==> config.mk <==
export PLATFORM = sky130hd
export DESIGN_NAME = regfile_2w2r
export DESIGN_NICKNAME = d
export VERILOG_FILES = /design/src/rtl/regfile_pkg.sv /design/src/rtl/regfile_scoreboard.sv /design/src/rtl/regfile_2w2r.sv
export SDC_FILE = /design/constraint.sdc
export NUM_CORES = 2
export LEC_CHECK = 0
export CORE_MARGIN = 2
export CORE_UTILIZATION = 35
export DETAILED_ROUTE_END_ITERATION = 10
export DONT_BUFFER_PORTS = 1
export PLACE_DENSITY = 0.49
export SLEW_MARGIN = 20
export SYNTH_ARGS = -nofsm -noshare
export SYNTH_HDL_FRONTEND = slang
export SYNTH_SLANG_ARGS = --single-unit
==> constraint.sdc <==
create_clock -name i_clk -period 1.9 [get_ports i_clk]
set_input_delay 0.285 -clock i_clk [delete_from_list [all_inputs] [get_ports i_clk]]
set_output_delay 0.285 -clock i_clk [all_outputs]
set_load 0.005 [all_outputs]
Figure 1. Track usage over the die.
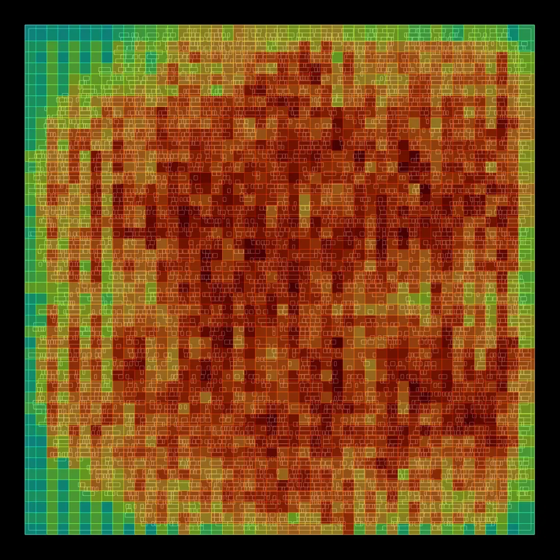
GRT Resource Usage Total: 47.7%
per-cell routed wire length: 36.8 um
Finished Core Util: 49.2%
met2 usage: 68.5%

Figure 2. I/O pins on the die edge.
(1.5 px per um) Pins as bars across the die edge, other pins in grey.
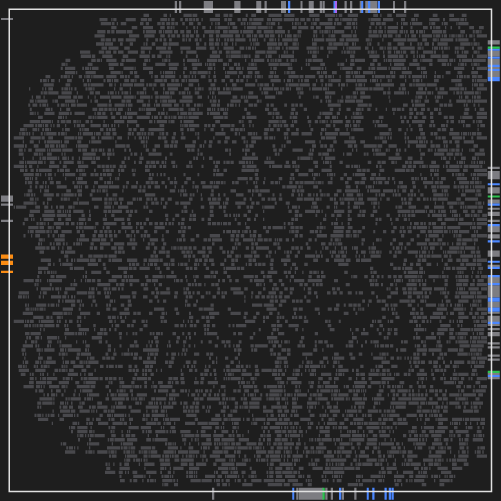
Key: o_rd_busy0 = purple [pins 1, direction output, edge north]; i_rd_addr0 = orange [pins 5, direction input, edge west]; o_rd_data0 = blue [pins 32, direction output, edge 20 east, 7 south, 5 north]; i_wr_be0 = green [pins 4, direction input, edge 3 east, 1 south]
All pins by edge: 84 east, 43 north, 31 south, 11 west.
Vert. Die Dim: 321 um
input/output buffers: 0

Figure 3. Signal wires on met3.
(1.5 px per um) Cells faint in the background.
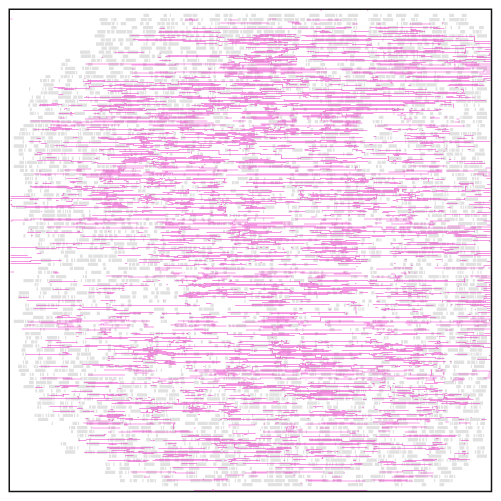
The layer holds 13% of the routed length. 1132 nets have wire on it. The wires run mostly horizontal. The longest straight run is 173 um.
routed wire length: 256 mm
met3 routing resource usage after global routing: 14.7%
Vias: 47800

Figure 4. Routed metal per tile.
(1 px per um) 32 x 32 tiles, from dark blue (low) to red (high), scaled to the fullest tile. Values are wire area over tile area, all layers added.
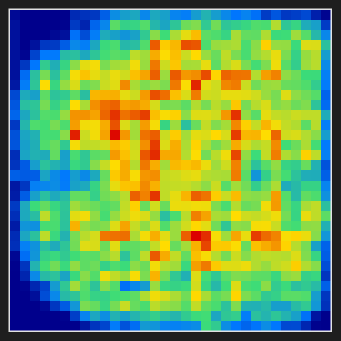
4.4% of the tiles are nearly empty. 62% of the tiles are over half the peak. The mean over all tiles is 0.45.

Figure 5. Met2 routing.
(1.5 px per um) Cells faint in the background.
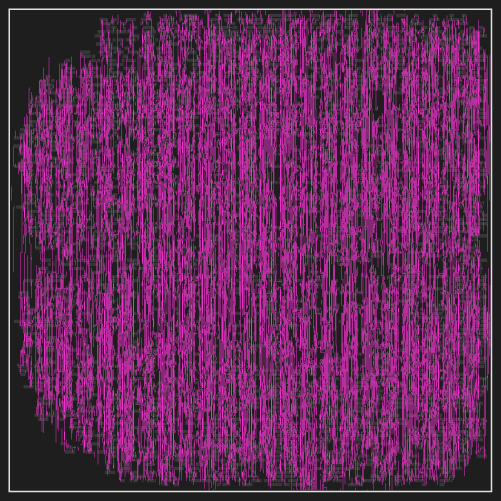
The longest straight run is 109 um. The layer carries 103 mm of wire. 4645 nets have wire on it. The layer holds 40% of the routed length. The wires run mostly vertical.

==> flow_summary.toml <==
# generated from flow reports
[status]
outcome = "finished with violations"
violations = "hold timing, slew limit, setup timing"

[critical_path]
worst-setup-path-type = "input pin to flip-flop"
end_kind = "flip-flop"
worstPathCellList = "nor2_4, o21ai_0, o32ai_1"
r2r_slack_ps = -130
worst_ep_arrival_time_ps = 3060
critical_path_required_ps = 2450
timing.critical_path.from_type = "input pin"
ff2ff_path_depth = 5
slowest_stage = "nor2_4"

[synthesis]
async_reset_ff_share_pct = 0
simple_gate_share_pct = 28.7
avgSynthCellArea_um2 = 7.30
yosys_area_um2 = 35100
top_cells_by_count = "752 x nand2_1, 691 x nor2_1, 594 x dfxtp_1, 560 x nand3_1, 513 x a311oi_1"
mux_area_share_pct = 1.07
synthDistinctLibCells = 90
yosys_warning_total = 0
synth-edff-count = 0
synth_flop_count = 594
synthMostInstantiatedCell = "nand2_1"
post-synth-top-area-fraction_pct = 33.9
synthesis.area_um2 = 35100
xor_share_pct = 0
syn_nets = 4904
post-synth-top-area-cell = "dfxtp_1"

[timing]
skew_ps = 34.1
drv_slew = 229
rsz_0062_raised_after_global_routing = "true"
setup-violations-final = 69
slew_headroom_pct = -46.6
tightest_slew_ps = 2200
post-route-min-period_ps = 2510
final_hold_slack_ps = -20.1
final_critical_path_setup_slack_ps = -614
period_used_pct = 132
hold_viol_final = 26

[power]
net-switching-power_mw = 8.99
power_frac_clock_pct = 47.9
power.sequential.fraction_pct = 40.9
power.share.switching_pct = 28.4
power.leakage_nw = 18.1
power.combinational.fraction_pct = 11.2

[detailed_routing]
drcViolationCount = 0
post_drt_via_cell_ratio = 6.87
dr.pass1.iters = 10
postRouteAntennaNets = 0
initial_detailed_routing_violation_count = 8060

[grt]
grt_pass1_vias = 43400
grt_pass1_wl_mm = 348
pin_count_of_the_biggest_net_entering_global_routing = 591
grt_overflow_total = 0

[clock_network]
cts_tree = "done"
number_of_h_tree_levels = 3
postCtsSetupBuffers = 0
cts.sink_count = 594
clk_pin_slew_ps = 60
cts-buffers-inserted = 74
postCtsResizedCells = 20
clock_insertion_delay_worst_skew_ps = 700

[min_path]
worstHoldPathCells = 3

[layout]
design.final.nets = 5692
nFillCells = 9872
layout.cells.most_common_list = "751 x nand2_1, 681 x nor2_1, 661 x buf_4"

[flow_run]
max_cap_violations = 0
warning_count = 37

[floorplan]
rows = 116
design.core.area_um2 = 99700
die-area_um2 = 103000
floorplan.core_util_pct = 35.2

[placement]
post-dp-hpwl_mm = 179
finalWeightedCongestion = 1.09
[metal layers]
layer	part of all wire, %	global-route usage (%)	wire [um]
met5	0.026	0	66
met4	8.5	32.9	21900
met3	13	14.7	33900
met2	40	68.5	103000
met1	38	60.6	97000
[metrics by stage]
stage | cell area [um2] | utilization (%) | worst slack (ps) | std cells | hold slack (ps)
after floorplan | 35100 | - | 8.22 | 4802 | 447
after CTS | 48700 | 48.8 | -598 | 6936 | -293
final | 49100 | 49.2 | -614 | 6965 | -20.1
after detailed placement | 40900 | 41.0 | -834 | 6292 | 394
after global routing | 49000 | 49.2 | -618 | 6948 | 5.10
after global placement | 40900 | 41.0 | -817 | 6292 | 405
[worst min-delay path, delay by kind of cell]
kind            cells  cell delay [ps]
simple gates        1               40
compound gates      1              100
buf+inv             1              190
[power by group through the flow]
stage          Combinational [mW]  Sequential (mW)  Clock, mW
2_1_floorplan                1.88             13.0          0
3_3_place_gp                 2.47             13.2          0
3_5_place_dp                 2.47             13.2          0
4_1_cts                      3.24             12.9       15.1
5_1_grt                      3.55             12.9       15.6
6_report                     3.53             12.9       15.1
[final cells by class]
type / count / share of cell area, %
clock buffer: 111 / 4.59
inverter: 16 / 0.122
clock inverter: 24 / 0.597
multi-input combinational: 3653 / 43.1
timing repair buffer: 1251 / 23.9
tap: 1298 / 3.31
sequential: 594 / 24.2
antenna: 18 / 0.0918
[cells by family (layout without fill, tap and decap cells)]
| group | count (synthesis) | count (layout) |
|---|---|---|
| and+or+nand+nor | 2266 | 2266 |
| AOI/OAI and AO/OA | 1352 | 1352 |
| DFF | 594 | 594 |
| buffers and inverters | 555 | 1402 |
| muxes | 35 | 35 |
| other | 0 | 18 |
